## src/rtl/clk_meas_pkg.sv

```systemverilog
// Shared definitions for the clock period meter: FSM encoding and synchronizer depth.
package clk_meas_pkg;

  typedef enum logic [0:0] {
    StIdle    = 1'b0,
    StMeasure = 1'b1
  } meas_state_e;

  localparam int unsigned SyncDepth = 2;

endpackage

```

## src/rtl/sync_edge_det.sv

```systemverilog
// Two-flop synchronizer followed by a registered rise/fall detector.
// Every edge sees the same latency, so widths measured between edges are exact.
module sync_edge_det
  import clk_meas_pkg::*;
(
  input  logic clk_in,
  input  logic rst_n,
  input  logic sig_in,
  output logic rise,
  output logic fall,
  output logic level
);

  logic [SyncDepth-1:0] sync_q;
  logic                 prev_q;
  logic                 rise_q;
  logic                 fall_q;

  // Synchronize, remember the previous level and register the edge strobes.
  always_ff @(posedge clk_in or negedge rst_n) begin
    if (!rst_n) begin
      sync_q <= '0;
      prev_q <= 1'b0;
      rise_q <= 1'b0;
      fall_q <= 1'b0;
    end else begin
      sync_q <= {sync_q[SyncDepth-2:0], sig_in};
      prev_q <= sync_q[SyncDepth-1];
      rise_q <= sync_q[SyncDepth-1] & ~prev_q;
      fall_q <= ~sync_q[SyncDepth-1] & prev_q;
    end
  end

  // prev_q is aligned with the registered strobes, so it is the matching level.
  assign rise  = rise_q;
  assign fall  = fall_q;
  assign level = prev_q;

endmodule

```

## src/rtl/clk_period_meter.sv

```systemverilog
// Measures the period (and optionally high time) of a slow asynchronous input in clk_in
// cycles and hands results out over a valid/ready handshake.
// Optional feature: define CLK_PERIOD_METER_DUTY_EN to build the high_time port and logic.
module clk_period_meter
  import clk_meas_pkg::*;
#(
  parameter int unsigned CNT_W = 20
) (
  input  logic             clk_in,
  input  logic             rst_n,
  input  logic             sig_in,
  input  logic             meas_ready,
  output logic             meas_valid,
  output logic [CNT_W-1:0] period,
`ifdef CLK_PERIOD_METER_DUTY_EN
  output logic [CNT_W-1:0] high_time,
`endif
  output logic             timeout,
  output logic             overrun
);

  localparam logic [CNT_W-1:0] CntMax = '1;
  localparam logic [CNT_W-1:0] CntOne = CNT_W'(1);

  logic rise, fall, level;

  sync_edge_det u_sync_edge_det (
    .clk_in (clk_in),
    .rst_n  (rst_n),
    .sig_in (sig_in),
    .rise   (rise),
    .fall   (fall),
    .level  (level)
  );

  meas_state_e      state_q, state_d;
  logic [CNT_W-1:0] cnt_q, cnt_d;
  logic [CNT_W-1:0] period_q, period_d;
  logic             valid_q, valid_d;
  logic             overrun_q, overrun_d;
  logic             timeout_q, timeout_d;
  logic             capture;
  logic             load;

  // Period FSM: arm on the first rise, then capture on each later rise or time out.
  always_comb begin
    state_d   = state_q;
    cnt_d     = cnt_q;
    capture   = 1'b0;
    timeout_d = 1'b0;
    unique case (state_q)
      StIdle: begin
        cnt_d = '0;
        if (rise) begin
          state_d = StMeasure;
          cnt_d   = CntOne;
        end
      end
      StMeasure: begin
        // A rise on the terminal count still captures; timeout only without one.
        if (rise) begin
          capture = 1'b1;
          cnt_d   = CntOne;
        end else if (cnt_q == CntMax) begin
          timeout_d = 1'b1;
          state_d   = StIdle;
          cnt_d     = '0;
        end else begin
          cnt_d = cnt_q + CntOne;
        end
      end
      default: state_d = StIdle;
    endcase
  end

  // A new result may replace the held one only if it is being consumed this cycle.
  assign load = capture & (~valid_q | meas_ready);

  // Result register, handshake and sticky overrun.
  always_comb begin
    valid_d   = valid_q & ~meas_ready;
    period_d  = period_q;
    overrun_d = overrun_q;
    if (valid_q & meas_ready) overrun_d = 1'b0;
    if (load) begin
      valid_d  = 1'b1;
      period_d = cnt_q;
    end else if (capture) begin
      overrun_d = 1'b1;
    end
  end

  // State and result registers.
  always_ff @(posedge clk_in or negedge rst_n) begin
    if (!rst_n) begin
      state_q   <= StIdle;
      cnt_q     <= '0;
      period_q  <= '0;
      valid_q   <= 1'b0;
      overrun_q <= 1'b0;
      timeout_q <= 1'b0;
    end else begin
      state_q   <= state_d;
      cnt_q     <= cnt_d;
      period_q  <= period_d;
      valid_q   <= valid_d;
      overrun_q <= overrun_d;
      timeout_q <= timeout_d;
    end
  end

  assign meas_valid = valid_q;
  assign period     = period_q;
  assign overrun    = overrun_q;
  assign timeout    = timeout_q;

`ifdef CLK_PERIOD_METER_DUTY_EN
  logic [CNT_W-1:0] high_cnt_q, high_cnt_d;
  logic [CNT_W-1:0] high_time_q, high_time_d;
  logic             high_run_q, high_run_d;

  // High-time counter: restart on rise, count while high, freeze on fall.
  always_comb begin
    high_cnt_d  = high_cnt_q;
    high_run_d  = high_run_q;
    high_time_d = high_time_q;
    if (rise) begin
      high_cnt_d = CntOne;
      high_run_d = 1'b1;
    end else if (fall) begin
      high_run_d = 1'b0;
    end else if (high_run_q && level) begin
      high_cnt_d = high_cnt_q + CntOne;
    end
    if (timeout_d) begin
      high_cnt_d = '0;
      high_run_d = 1'b0;
    end
    if (load) high_time_d = high_cnt_q;
  end

  // High-time registers.
  always_ff @(posedge clk_in or negedge rst_n) begin
    if (!rst_n) begin
      high_cnt_q  <= '0;
      high_run_q  <= 1'b0;
      high_time_q <= '0;
    end else begin
      high_cnt_q  <= high_cnt_d;
      high_run_q  <= high_run_d;
      high_time_q <= high_time_d;
    end
  end

  assign high_time = high_time_q;
`else
  logic unused_fall_level;
  assign unused_fall_level = fall ^ level;
`endif

endmodule
```

## config.mk

```make
export PLATFORM = sky130hd
export DESIGN_NAME = clk_period_meter
export DESIGN_NICKNAME = d
export VERILOG_FILES = /design/src/rtl/clk_meas_pkg.sv /design/src/rtl/sync_edge_det.sv /design/src/rtl/clk_period_meter.sv
export SDC_FILE = /design/constraint.sdc
export NUM_CORES = 1
export LEC_CHECK = 0
export ABC_AREA = 1
export CORE_ASPECT_RATIO = 0.75
export CORE_MARGIN = 10
export CORE_UTILIZATION = 40
export CTS_CLUSTER_DIAMETER = 30
export DETAILED_ROUTE_END_ITERATION = 10
export HOLD_SLACK_MARGIN = 0.15
export SYNTH_ARGS = -nofsm -noshare
export SYNTH_HDL_FRONTEND = slang
export SYNTH_SLANG_ARGS = --single-unit
export TNS_END_PERCENT = 30
```

## constraint.sdc

```tcl
create_clock -name clk_in -period 1.65 [get_ports clk_in]
set_clock_uncertainty 0.1 [all_clocks]
set_input_delay 0.33 -clock clk_in [delete_from_list [all_inputs] [get_ports clk_in]]
set_output_delay 0.33 -clock clk_in [all_outputs]
set_load 0.01 [all_outputs]
```

Figure 1. Placement view.
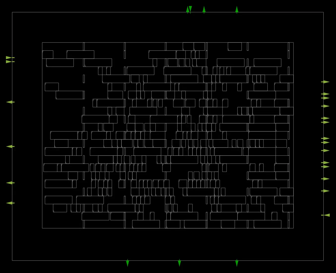
flop count: 48
Final Non-Filler Cells: 382
Core Area: 0.00530 mm^2
Seq area share: 43.8%
Std-Cell Rows: 23

==> results.json <==
{
  "outcome": "complete, no violations",
  "whs_path_depth": 0,
  "path_class": "reg2out",
  "antenna_cells": 0,
  "dp_hpwl_um": 3520,
  "synth_chip_area_mm2": 0.00216,
  "switching_share_pct": 26.3,
  "routabilityCongestion": 0.850,
  "arrival_ns": 1.17,
  "grtUsageMet1_pct": 15.6,
  "layout-drive-gt1-share_pct": 10.1,
  "r2r_start": "cnt_q[1]",
  "p_per_area_mw_per_mm2": 873,
  "viasPerCell": 4.53,
  "hold_violations": 0,
  "dpl_cell_area_mm2": 0.00260,
  "cts_max_level": 2,
  "grt_pass1_vias": 1658,
  "cp_data_required_time_ns": 1.22,
  "cap_violations": 0,
  "die_area_mm2": 0.00877,
  "clock.latency.late_pin_ns": 0.29,
  "setup_viol": 0,
  "powerComb_uw": 343,
  "path_cells": "clkdlybuf4s50_1",
  "crit_start": "period[7]",
  "synthSimpleGateAreaFrac_pct": 27.8,
  "use_met2_pct": 14.6,
  "max_freq_mhz": 624,
  "synth-seq-cells": 48,
  "vdd_ir_drop_max_uv": 413,
  "rsz0062_at_grt": "false",
  "hold_path.class": "reg2reg",
  "powerSeq_uw": 1350,
  "cp-end-kind": "output pin"
}
Figure 2. Placement by cell class.
(3 px per um)
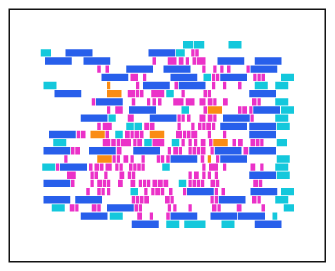
colour	class	cells	share of their area
cyan	remaining buffers and delay cells	40	16%
blue	registers	48	45%
magenta	remaining logic cells	211	35%
orange	clock drivers and dummy loads	8	3.4%
post-route cell area: 0.00275 mm^2
Core Util, Final: 51.8%

[synthesized netlist by cell type, drive strengths merged]
cell type	number	area, um^2
nor2	38	158
nand2	80	308
inv	36	135
xnor2	1	8.76
nor3b	1	7.51
a21oi	3	18.8
dfrtp	48	1200
nor3	3	15.0
nand3	19	105
ha	1	12.5
o21bai	1	7.51
nand3b	1	7.51
buf	2	16.3
a21o	1	7.51
xor2	4	35.0
o21ai	22	110
clkbuf	2	7.51
[final cells by class]
cell class	count	area [um^2]
timing repair buffer	40	424
clock buffer	8	90.1
fill	520	2550
inverter	36	135
multi-input combinational	175	801
tap	75	93.8
sequential	48	1200
